### config.mk
export PLATFORM = sky130hd
export DESIGN_NAME = mul8_seq_ctrl
export DESIGN_NICKNAME = d
export VERILOG_FILES = /design/src/rtl/mul8_pkg.sv /design/src/rtl/mul8_shift_add_dp.sv /design/src/rtl/mul8_seq_ctrl.sv
export SDC_FILE = /design/constraint.sdc
export NUM_CORES = 1
export LEC_CHECK = 0
export CAP_MARGIN = 20
export CELL_PAD_IN_SITES_DETAIL_PLACEMENT = 1
export CELL_PAD_IN_SITES_GLOBAL_PLACEMENT = 1
export CORE_ASPECT_RATIO = 1.2
export CORE_MARGIN = 2
export CORE_UTILIZATION = 42
export CTS_BUF_LIST = sky130_fd_sc_hd__clkbuf_2
export DETAILED_ROUTE_END_ITERATION = 8
export PLACE_DENSITY = 0.84
export SYNTH_ARGS = -nofsm -noshare
export SYNTH_HDL_FRONTEND = slang
export SYNTH_SLANG_ARGS = --single-unit
### constraint.sdc
create_clock -name clk -period 6.1 [get_ports clk]
set_input_delay 1.22 -clock clk [delete_from_list [all_inputs] [get_ports clk]]
set_output_delay 1.22 -clock clk [all_outputs]
set_load 0.005 [all_outputs]
### src/rtl/mul8_pkg.sv
// Shared types and constants for the sequential shift-add multiplier.
package mul8_pkg;

    localparam int MUL8_WIDTH = 8;
    localparam int CNT_W      = $clog2(MUL8_WIDTH);

    typedef enum logic [1:0] {
        IDLE = 2'd0,
        RUN  = 2'd1,
        DONE = 2'd2
    } state_t;

endpackage

### src/rtl/mul8_shift_add_dp.sv
// Shift-add datapath: multiplicand, accumulator and multiplier/low-product registers.
module mul8_shift_add_dp
    import mul8_pkg::*;
#(
    parameter int WIDTH = MUL8_WIDTH
) (
    input  logic               clk,
    input  logic               rst_n,
    input  logic               i_load,
    input  logic               i_step,
    input  logic [WIDTH-1:0]   i_op_a,
    input  logic [WIDTH-1:0]   i_op_b,
    output logic [2*WIDTH-1:0] o_next
);

    logic [WIDTH-1:0] r_mcand;
    logic [WIDTH-1:0] r_acc;
    logic [WIDTH-1:0] r_mplr;
    logic [WIDTH:0]   w_sum;
    logic [WIDTH-1:0] w_acc_nx;
    logic [WIDTH-1:0] w_mplr_nx;

    // The carry-out of the add becomes the new accumulator MSB after the shift.
    always_comb begin
        w_sum     = {1'b0, r_acc} + (r_mplr[0] ? {1'b0, r_mcand} : '0);
        w_acc_nx  = w_sum[WIDTH:1];
        w_mplr_nx = {w_sum[0], r_mplr[WIDTH-1:1]};
    end

    assign o_next = {w_acc_nx, w_mplr_nx};

    always_ff @(posedge clk) begin
        if (!rst_n) begin
            r_mcand <= '0;
            r_acc   <= '0;
            r_mplr  <= '0;
        end else if (i_load) begin
            r_mcand <= i_op_a;
            r_mplr  <= i_op_b;
            r_acc   <= '0;
        end else if (i_step) begin
            r_acc   <= w_acc_nx;
            r_mplr  <= w_mplr_nx;
        end
    end

endmodule

### src/rtl/mul8_seq_ctrl.sv
// Control FSM, bit counter and result registers around the shift-add datapath.
module mul8_seq_ctrl
    import mul8_pkg::*;
#(
    parameter int WIDTH = MUL8_WIDTH
) (
    input  logic               clk,
    input  logic               rst_n,
    input  logic               ena,
    input  logic               start,
    input  logic [WIDTH-1:0]   op_a,
    input  logic [WIDTH-1:0]   op_b,
    input  logic               out_sel,
    output logic               busy,
    output logic               done,
    output logic               valid,
    output logic [2*WIDTH-1:0] product,
    output logic [WIDTH-1:0]   byte_out
);

    localparam int CW = (WIDTH > 1) ? $clog2(WIDTH) : 1;
    localparam logic [CW-1:0] LAST_CNT = CW'(WIDTH - 1);

    state_t               r_state;
    state_t               w_state_nx;
    logic [CW-1:0]        r_cnt;
    logic [2*WIDTH-1:0]   r_product;
    logic                 r_valid;
    logic                 w_load;
    logic                 w_step;
    logic                 w_finish;
    logic [2*WIDTH-1:0]   w_dp_next;

    mul8_shift_add_dp #(.WIDTH(WIDTH)) u_dp (
        .clk    (clk),
        .rst_n  (rst_n),
        .i_load (w_load),
        .i_step (w_step),
        .i_op_a (op_a),
        .i_op_b (op_b),
        .o_next (w_dp_next)
    );

    always_ff @(posedge clk) begin
        if (!rst_n) begin
            r_state <= IDLE;
        end else if (ena) begin
            r_state <= w_state_nx;
        end
    end

    // All strobes are gated by ena so a disabled cycle changes nothing.
    always_comb begin
        w_state_nx = r_state;
        w_load     = 1'b0;
        w_step     = 1'b0;
        w_finish   = 1'b0;
        if (ena) begin
            case (r_state)
                IDLE: begin
                    if (start) begin
                        w_load     = 1'b1;
                        w_state_nx = RUN;
                    end
                end
                RUN: begin
                    w_step = 1'b1;
                    if (r_cnt == LAST_CNT) begin
                        w_finish   = 1'b1;
                        w_state_nx = DONE;
                    end
                end
                DONE: begin
                    if (start) begin
                        w_load     = 1'b1;
                        w_state_nx = RUN;
                    end else begin
                        w_state_nx = IDLE;
                    end
                end
                default: w_state_nx = IDLE;
            endcase
        end
    end

    always_ff @(posedge clk) begin
        if (!rst_n) begin
            r_cnt     <= '0;
            r_product <= '0;
            r_valid   <= 1'b0;
        end else begin
            if (w_load) begin
                r_cnt   <= '0;
                r_valid <= 1'b0;
            end else if (w_step) begin
                r_cnt   <= r_cnt + 1'b1;
            end
            if (w_finish) begin
                r_product <= w_dp_next;
                r_valid   <= 1'b1;
            end
        end
    end

    assign busy     = (r_state == RUN);
    assign done     = (r_state == DONE);
    assign valid    = r_valid;
    assign product  = r_product;
    assign byte_out = out_sel ? r_product[2*WIDTH-1:WIDTH] : r_product[WIDTH-1:0];

endmodule

==> results.toml <==
# synthesis and place-and-route metrics
[timing]
hold_viol_final = 0
clock.fmax_ghz = 0.249
holdWs_ps = 479
drv_slew = 0
setup_tns_ps = 0

[yosys]
synth_area_mm2 = 0.00238
synthArstFlopShare = 0
ys_seq_elements = 46
xor_area_frac = 0.0110
synthMuxAreaShare = 0.0378
yosys_cells = 288
ys_sh_adder = 0.0609
most_common_cell = "nand2_1"
ff_type = "dfxtp_1"
synth_area_per_cell_um2 = 8.28

[cells_and_area]
largest_reg_flops = 16
logic_area_mm2 = 0.00137
logic_gates = 221
regArea_um2 = 921
drive_gt1_frac = 0.0646
layout.nets = 356
flops = 46
final_util = 0.527
fillerInstances = 685
biggestCellCategory = "combinational gates"
nNonClkBuffers = 49

[global_routing]
grt-busiest-layer = "met2"
grt_pass1_vias = 2257
grt_overflow = 0

[drt]
wl_per_cell_um = 16.5
ant_nets = 0
top_layer_used = "met4"
route.detailed.drc = 0
route.met3.wl_um = 158
drtPass1Iterations = 4

[power]
seq_power_uw = 315
top_power_group = "registers"
comb_power_uw = 52.7
p_total_uw = 539
p_int_uw = 403
pwr_density_cell_mw_per_mm2 = 184
seqPwrFrac = 0.585
pg_clk_uw = 171

[cts]
cts.clk_slew.worst_paths_ps = 230
ctsRootBufferMaster = "clkbuf_2"
clockBufferDepth = 2

[setup_path]
max_stage_delay_ps = 720
end_kind = "output pin"
r2r_slack_ps = 3810
r2r-start = "r_state[0]$_SDFFE_PN0P_"
crit_path_max_fanout = 8
crit_end = "byte_out[6]"
arrival_ps = 2790
cp_num_buf_inv = 2
reg2reg_depth = 4

[placed_design]
place_hpwl_um = 4680
dpl.cell_count = 381

[die]
taps = 64
dieArea_mm2 = 0.00630

[status]
status = "completed"
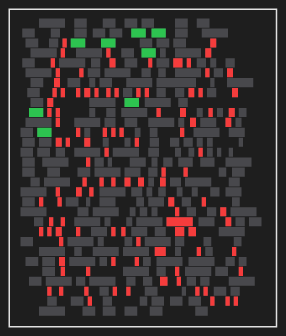
Fig. 1. Gate families picked out.
- green: multiplexers (cells 8; most used mux2_2)
- red: NAND gates (cells 103; most used nand2_1)

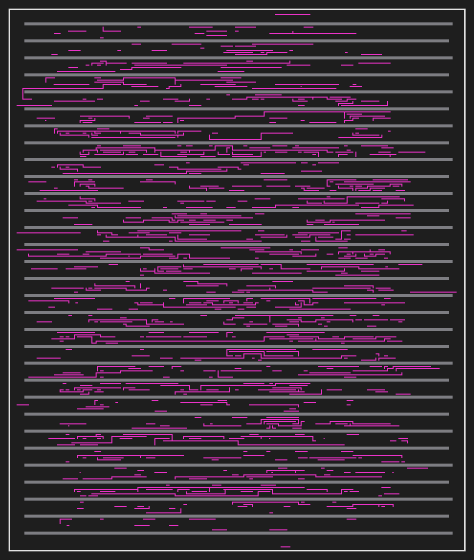
Fig. 2. The metal 1 layer.
Supply wires on this layer in grey.
- wire length on this layer: 2,780 µm
- main direction: horizontal
WL final: 6410 µm
vias post-DR: 2,187
met1 GRT Util: 0.263

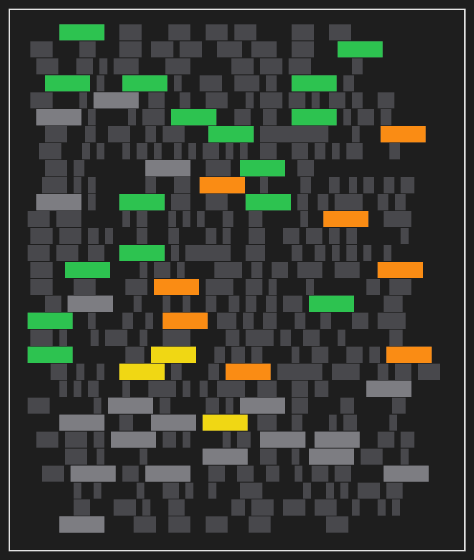
Fig. 3. Sequential cells grouped by signal name.
- orange: `u_dp.r_acc` (flops 8)
- yellow: `r_cnt` (flops 3)
- green: `product` (flops 16)

